### config.mk
export PLATFORM = sky130hd
export DESIGN_NAME = fir_job_scheduler
export DESIGN_NICKNAME = d
export VERILOG_FILES = /design/src/rtl/fir_pkg.sv /design/src/rtl/fir_watchdog.sv /design/src/rtl/fir_job_scheduler.sv
export SDC_FILE = /design/constraint.sdc
export NUM_CORES = 2
export LEC_CHECK = 0
export CORE_AREA = 5 5 403 405
export CTS_CLUSTER_SIZE = 28
export DETAILED_ROUTE_END_ITERATION = 12
export DIE_AREA = 0 0 408 410
export PLACE_DENSITY = 0.49
export RECOVER_POWER = 50
export SLEW_MARGIN = 30
export SYNTH_ARGS = -nofsm -noshare
export SYNTH_HDL_FRONTEND = slang
export SYNTH_SLANG_ARGS = --single-unit
### constraint.sdc
create_clock -name clkIn -period 35.4 [get_ports clkIn]
set_input_delay 7.08 -clock clkIn [delete_from_list [all_inputs] [get_ports clkIn]]
set_output_delay 7.08 -clock clkIn [all_outputs]
set_load 0.005 [all_outputs]
### src/rtl/fir_pkg.sv
// Shared types and default widths for the FIR job scheduler.
package fir_pkg;

  localparam int IN_SAMPLE_WIDTH  = 16;
  localparam int OUT_SAMPLE_WIDTH = 32;

  typedef enum logic [1:0] {
    IDLE = 2'd0,
    COEF = 2'd1,
    RUN  = 2'd2
  } fir_sched_state_t;

endpackage

### src/rtl/fir_watchdog.sv
// Job watchdog: counts cycles spent in RUN and emits a single expire pulse once
// TIMEOUT_CYCLES have elapsed since the job was launched.
module fir_watchdog #(
  parameter int TIMEOUT_CYCLES = 4096
) (
  input  logic clk,
  input  logic rst,
  input  logic clear,
  input  logic enable,
  output logic expire
);

  localparam int CW = $clog2(TIMEOUT_CYCLES + 2);
  localparam logic [CW-1:0] LAST = CW'(TIMEOUT_CYCLES - 1);

  logic [CW-1:0] count_r;
  logic          expire_r;

  // Count never wraps: enable drops the cycle after expire fires.
  always_ff @(posedge clk or posedge rst) begin
    if (rst) begin
      count_r  <= '0;
      expire_r <= 1'b0;
    end else if (clear) begin
      count_r  <= '0;
      expire_r <= 1'b0;
    end else if (enable) begin
      count_r  <= count_r + CW'(1);
      expire_r <= (count_r == LAST);
    end else begin
      expire_r <= 1'b0;
    end
  end

  assign expire = expire_r;

endmodule

### src/rtl/fir_job_scheduler.sv
// Arbitrates the shared FIR engine between sample-packet jobs and coefficient loads,
// with a one-entry pending buffer, a job watchdog and a delayed result return path.
module fir_job_scheduler #(
  parameter int SAMPLES_NUM      = 8,
  parameter int IN_SAMPLE_WIDTH  = fir_pkg::IN_SAMPLE_WIDTH,
  parameter int OUT_SAMPLE_WIDTH = fir_pkg::OUT_SAMPLE_WIDTH,
  parameter int TIMEOUT_CYCLES   = 4096,
  parameter int DROP_CNT_WIDTH   = 8
) (
  input  logic                                  clkIn,
  input  logic                                  resetIn,
  input  logic                                  sampleReadyIn,
  input  logic [IN_SAMPLE_WIDTH*SAMPLES_NUM-1:0]  sampleDataIn,
  input  logic                                  coefLoadIn,
  input  logic                                  coefWriteIn,
  input  logic [IN_SAMPLE_WIDTH*SAMPLES_NUM-1:0]  coefDataIn,
  input  logic                                  filterDoneIn,
  input  logic [OUT_SAMPLE_WIDTH*SAMPLES_NUM-1:0] filterResultIn,
  output logic                                  filterStartOut,
  output logic [IN_SAMPLE_WIDTH*SAMPLES_NUM-1:0]  filterDataOut,
  output logic                                  filterLoadOut,
  output logic                                  filterWriteOut,
  output logic [IN_SAMPLE_WIDTH*SAMPLES_NUM-1:0]  filterCoefOut,
  output logic [OUT_SAMPLE_WIDTH*SAMPLES_NUM-1:0] txDataOut,
  output logic                                  readyOut,
  output logic                                  overrunOut,
  output logic [DROP_CNT_WIDTH-1:0]             dropCountOut
);

  import fir_pkg::fir_sched_state_t;
  import fir_pkg::IDLE;
  import fir_pkg::COEF;
  import fir_pkg::RUN;

  localparam int IW = IN_SAMPLE_WIDTH * SAMPLES_NUM;
  localparam int OW = OUT_SAMPLE_WIDTH * SAMPLES_NUM;

  fir_sched_state_t state_r, state_nxt;

  logic [IW-1:0]             pending_r;
  logic                      pending_full_r;
  logic                      pending_full_nxt;
  logic [OW-1:0]             result_r;
  logic                      start_r;
  logic [IW-1:0]             fdata_r;
  logic                      load_r;
  logic                      write_r;
  logic [IW-1:0]             coef_r;
  logic [OW-1:0]             tx_r;
  logic                      ready_r;
  logic                      overrun_r;
  logic [DROP_CNT_WIDTH-1:0] drop_cnt_r;

  logic launch_s;
  logic done_s;
  logic timeout_s;
  logic drop_s;
  logic latch_s;
  logic run_s;
  logic expire_s;

  assign run_s = (state_r == RUN);

  fir_watchdog #(
    .TIMEOUT_CYCLES(TIMEOUT_CYCLES)
  ) u_watchdog (
    .clk   (clkIn),
    .rst   (resetIn),
    .clear (launch_s),
    .enable(run_s),
    .expire(expire_s)
  );

  // Next-state logic; a coefficient load outranks a pending job in IDLE.
  always_comb begin
    state_nxt = state_r;
    launch_s  = 1'b0;
    done_s    = 1'b0;
    timeout_s = 1'b0;
    case (state_r)
      IDLE: begin
        if (coefLoadIn) begin
          state_nxt = COEF;
        end else if (pending_full_r) begin
          state_nxt = RUN;
          launch_s  = 1'b1;
        end else begin
          state_nxt = IDLE;
        end
      end
      COEF: begin
        if (!coefLoadIn) begin
          state_nxt = IDLE;
        end else begin
          state_nxt = COEF;
        end
      end
      RUN: begin
        if (filterDoneIn) begin
          done_s    = 1'b1;
          state_nxt = IDLE;
        end else if (expire_s) begin
          timeout_s = 1'b1;
          state_nxt = IDLE;
        end else begin
          state_nxt = RUN;
        end
      end
      default: begin
        state_nxt = IDLE;
      end
    endcase
  end

  // A launch frees the entry in the same cycle, so a coincident packet is latched, not dropped.
  assign latch_s          = sampleReadyIn && (!pending_full_r || launch_s);
  assign drop_s           = sampleReadyIn && pending_full_r && !launch_s;
  assign pending_full_nxt = sampleReadyIn ? 1'b1 : (launch_s ? 1'b0 : pending_full_r);

  // State register.
  always_ff @(posedge clkIn or posedge resetIn) begin
    if (resetIn) begin
      state_r <= IDLE;
    end else begin
      state_r <= state_nxt;
    end
  end

  // Pending entry, job launch and result capture.
  always_ff @(posedge clkIn or posedge resetIn) begin
    if (resetIn) begin
      pending_r      <= '0;
      pending_full_r <= 1'b0;
      start_r        <= 1'b0;
      fdata_r        <= '0;
      result_r       <= '0;
      tx_r           <= '0;
    end else begin
      pending_full_r <= pending_full_nxt;
      start_r        <= launch_s;
      if (latch_s) begin
        pending_r <= sampleDataIn;
      end
      if (launch_s) begin
        fdata_r <= pending_r;
      end
      // tx samples the buffer before this cycle's done/timeout update lands.
      if (sampleReadyIn) begin
        tx_r <= result_r;
      end
      if (done_s) begin
        result_r <= filterResultIn;
      end else if (timeout_s) begin
        result_r <= '0;
      end
    end
  end

  // Coefficient path, readiness and error reporting.
  always_ff @(posedge clkIn or posedge resetIn) begin
    if (resetIn) begin
      load_r     <= 1'b0;
      write_r    <= 1'b0;
      coef_r     <= '0;
      ready_r    <= 1'b0;
      overrun_r  <= 1'b0;
      drop_cnt_r <= '0;
    end else begin
      load_r  <= (state_nxt == COEF);
      write_r <= (state_r == COEF) && coefWriteIn;
      if ((state_r == COEF) && coefWriteIn) begin
        coef_r <= coefDataIn;
      end
      ready_r <= (state_nxt != COEF) && !pending_full_nxt;
      if (drop_s || timeout_s) begin
        overrun_r <= 1'b1;
      end
      if (drop_s && (drop_cnt_r != {DROP_CNT_WIDTH{1'b1}})) begin
        drop_cnt_r <= drop_cnt_r + DROP_CNT_WIDTH'(1);
      end
    end
  end

  assign filterStartOut = start_r;
  assign filterDataOut  = fdata_r;
  assign filterLoadOut  = load_r;
  assign filterWriteOut = write_r;
  assign filterCoefOut  = coef_r;
  assign txDataOut      = tx_r;
  assign readyOut       = ready_r;
  assign overrunOut     = overrun_r;
  assign dropCountOut   = drop_cnt_r;

endmodule

Figure 1. Signal wires on met1.
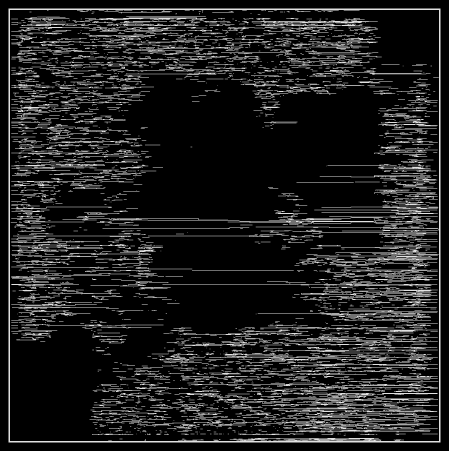
longest straight run: 196 um
main direction: horizontal
share of all routed wire: 39%

Figure 2. Met2 routing.
The bar under the picture is 100 um long.
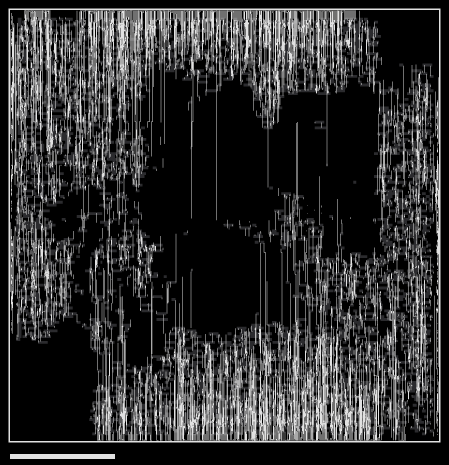
nets with wire on the layer: 3608
main direction: vertical
longest straight run: 154 um
wire length on this layer: 65.5 mm

Figure 3. M3 wires.
The bar under the picture is 100 um long.
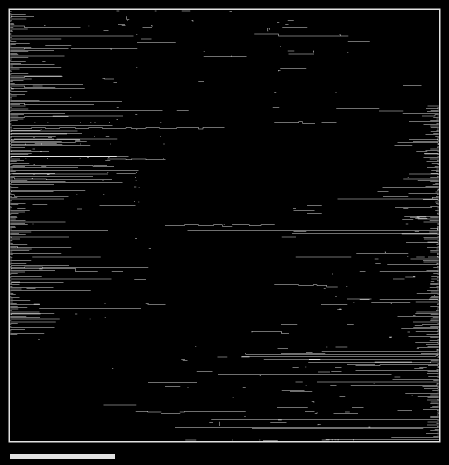
longest straight run: 251 um
nets with wire on the layer: 562
main direction: horizontal
wire length on this layer: 12800 um

Figure 4. The metal 4 layer.
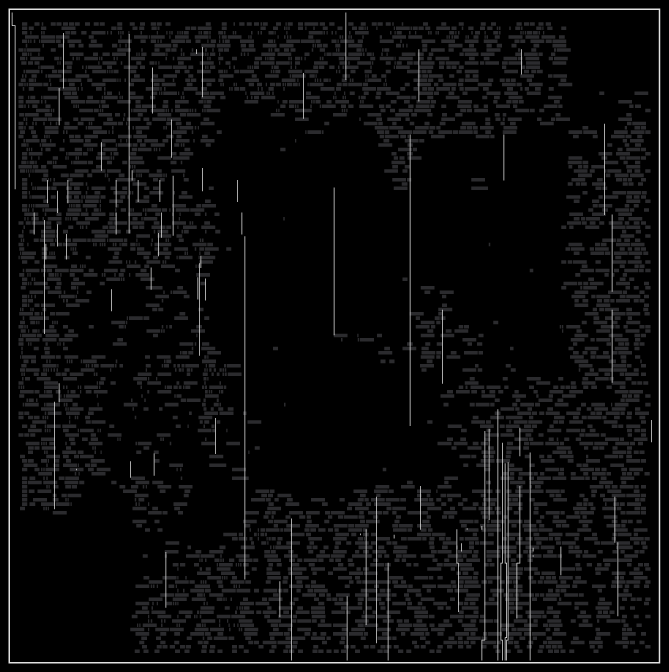
wire length on this layer: 3400 um
nets with wire on the layer: 53

Figure 5. Track usage over the die.
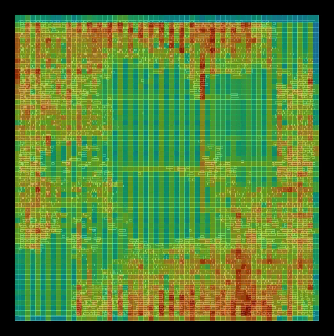
detailed-route wire length per cell: 23.0 um
GRT met2 Usage: 26.0%
GR Layer Usage met1: 17.9%
end-of-flow core utilization: 31.9%

==> results_tabular.tex <==
% Auto-generated results table
\begin{tabular}{lr}
\hline
Metric & Value \\
\hline
\multicolumn{2}{l}{\textbf{Die}} \\
Area of the chip & 0.167 mm2 \\
Top-level port count & 1043 \\
Die Height & 410 um \\
Die width & 408 um \\
Tap Count & 2072 \\
\multicolumn{2}{l}{\textbf{Clock tree}} \\
Clk sinks & 926 \\
Post-CTS setup buffers & 0 \\
Count of hold buffers inserted by post-cts repair & 0 \\
Clock tree buffer depth & 3 \\
TritonCTS Buffers & 107 \\
PostCTS Resize Cnt & 0 \\
Root Driver & sky130\_fd\_sc\_hd\_\_clkbuf\_16 \\
\multicolumn{2}{l}{\textbf{Final layout}} \\
Dominant logic cell types in the final layout & sky130\_fd\_sc\_hd\_\_dfrtp\_1 (926), sky130\_fd\_sc\_hd\_\_nand2\_1 (795), sky130\_fd\_sc\_hd\_\_clkdlybuf4s50\_1 (564) \\
\# clk buffers & 153 \\
Post-Layout Cell Count & 5798 \\
Non-Clock Buffer Area Fraction & 21.3\% \\
Relative area change from synthesis to final layout & 46.8\% \\
Count of filler cells inserted in the layout & 15.9k \\
Final net count & 4137 \\
Clock-cell share & 7.50\% \\
Sequential portion of the cell area & 46.0\% \\
\multicolumn{2}{l}{\textbf{Global route}} \\
Global-route wire length before repair & 191 mm \\
Total global-route track usage & 15.5\% \\
Largest net degree at the start of global routing & 165 \\
Global route overflow & 0 \\
\multicolumn{2}{l}{\textbf{Yosys}} \\
Commonest register cell after synthesis & sky130\_fd\_sc\_hd\_\_dfrtp\_1 \\
Main logic family & multiplexers \\
Number of cells in the yosys synthesis report & 2593 \\
Synthesized-area fraction occupied by ao, oa, aoi and oai cells & 6.86\% \\
Net count of the mapped netlist & 3113 \\
Syn. warnings & 0 \\
Sequential area share after synthesis & 67.5\% \\
List of most frequent post-synthesis cells & sky130\_fd\_sc\_hd\_\_dfrtp\_1 (926), sky130\_fd\_sc\_hd\_\_nand2\_1 (794), sky130\_fd\_sc\_hd\_\_mux2\_2 (352), sky130\_fd\_sc\_hd\_\_a22o\_1 (256), sky130\_fd\_sc\_hd\_\_buf\_2 (82) \\
Number of instances in the synthesized netlist & 2593 \\
Max-area cell share & 67.5\% \\
Post-synth tally of flip-flops with integrated enable & 0 \\
Synthesis area per yosys & 0.0343 mm2 \\
Parity-gate share of the synthesized area counting xor and xnor cells & 0.102\% \\
Post-synthesis instance area & 0.0343 mm2 \\
Fraction of synthesized area in multiplexers & 13.1\% \\
\multicolumn{2}{l}{\textbf{STA}} \\
Cycle use final & 41.1\% \\
Crit path time final & 14.54 ns \\
Clock Skews & 0.0733 ns \\
Min setup slack post-route & 20.86 ns \\
Count of endpoints failing hold in the final timing report & 0 \\
Measured slew at the worst slew-check pin & 5.94 ns \\
Number of slew-limit violations in the final report & 879 \\
Setup-failing EPs final & 0 \\
Highest clock frequency the design can meet & 68.8 MHz \\
\multicolumn{2}{l}{\textbf{Routing}} \\
Detail Route met2 WL & 65.5 mm \\
Overall via count from detail\_route & 24.2k \\
DR iter-0 viols & 1524 \\
Tally of nets with antenna violations remaining after routing & 0 \\
Total length of routed wires & 133 mm \\
DRC violation count after routing & 0 \\
Total routed wire length on the met1 layer & 51.5 mm \\
First-pass iteration count of the detailed router & 7 \\
\multicolumn{2}{l}{\textbf{Critical path}} \\
Worst R2R End & result\_r[15] \\
Kind of end point of the critical path & asynchronous set/reset pin \\
Worst path cell trace & dlygate4sd3\_1 -> clkinvlp\_2 -> clkbuf\_1 -> buf\_4 -> buf\_6 \\
Slowest stage cell on the critical path & sky130\_fd\_sc\_hd\_\_clkinvlp\_2 \\
Category of cells accounting for the largest share of critical-path delay & buffers and inverters \\
Element type at the critical path start & input port \\
Maximum cell stage delay along the critical path & 3.29 ns \\
Worst reg2reg startpoint & u\_watchdog.expire \\
CP Data Arrival Time & 15.26 ns \\
Depth of the critical timing path with buffers and inverters included & 5 \\
Peak fanout along the critical path & 130 \\
Category of the most critical setup path & in2async \\
Crit. Startpoint & resetIn \\
\multicolumn{2}{l}{\textbf{Min path}} \\
Cell depth of the worst hold path & 1 \\
Start point of the worst min-delay path & result\_r[121] \\
\multicolumn{2}{l}{\textbf{Run status}} \\
Violations in the final reports & capacitance limit, slew limit \\
Status & complete, but fails checks \\
\multicolumn{2}{l}{\textbf{Power and ir drop}} \\
Worst IR drop on VDD & 46.9 uV \\
Power, Total & 4.19 mW \\
\multicolumn{2}{l}{\textbf{Flow run}} \\
Number of max-cap violations & 14 \\
Stage-log warning count & 39 \\
\multicolumn{2}{l}{\textbf{Place}} \\
Setup Slack @ Placement & 24.46 ns \\
Sum of net half-perimeters after detailed placement & 96.2 mm \\
Number of cells after detailed placement & 5577 \\
\hline
\end{tabular}
[cell families (layout without fill, tap and decap cells)]
family / after synthesis / count (layout)
AND-OR/OR-AND: 272 / 272
XOR/XNOR: 4 / 4
adder cells (fa/ha/maj): 2 / 2
buffers and inverters: 163 / 1280
flip-flops: 926 / 926
multiplexers: 394 / 394
other: 0 / 16
AND/OR/NAND/NOR: 832 / 832
[power breakdown]
group | total [mW] | internal (mW) | leakage (nW) | switching [mW]
combinational | 1.25 | 0.728 | 9.78 | 0.525
sequential | 1.78 | 1.53 | 11.5 | 0.255
clock | 1.16 | 0.681 | 1.86 | 0.479
total | 4.19 | 2.93 | 23.1 | 1.26
[metal layers]
metal / GRT usage [%] / up-vias
li1: - / 10900
met1: 17.9 / 12300
met2: 26.0 / 816
met3: 6.74 / 204
met4: 4.49 / 28
met5: 0 / -
Power figures rest on the tool's default switching activity, not on a simulated workload.
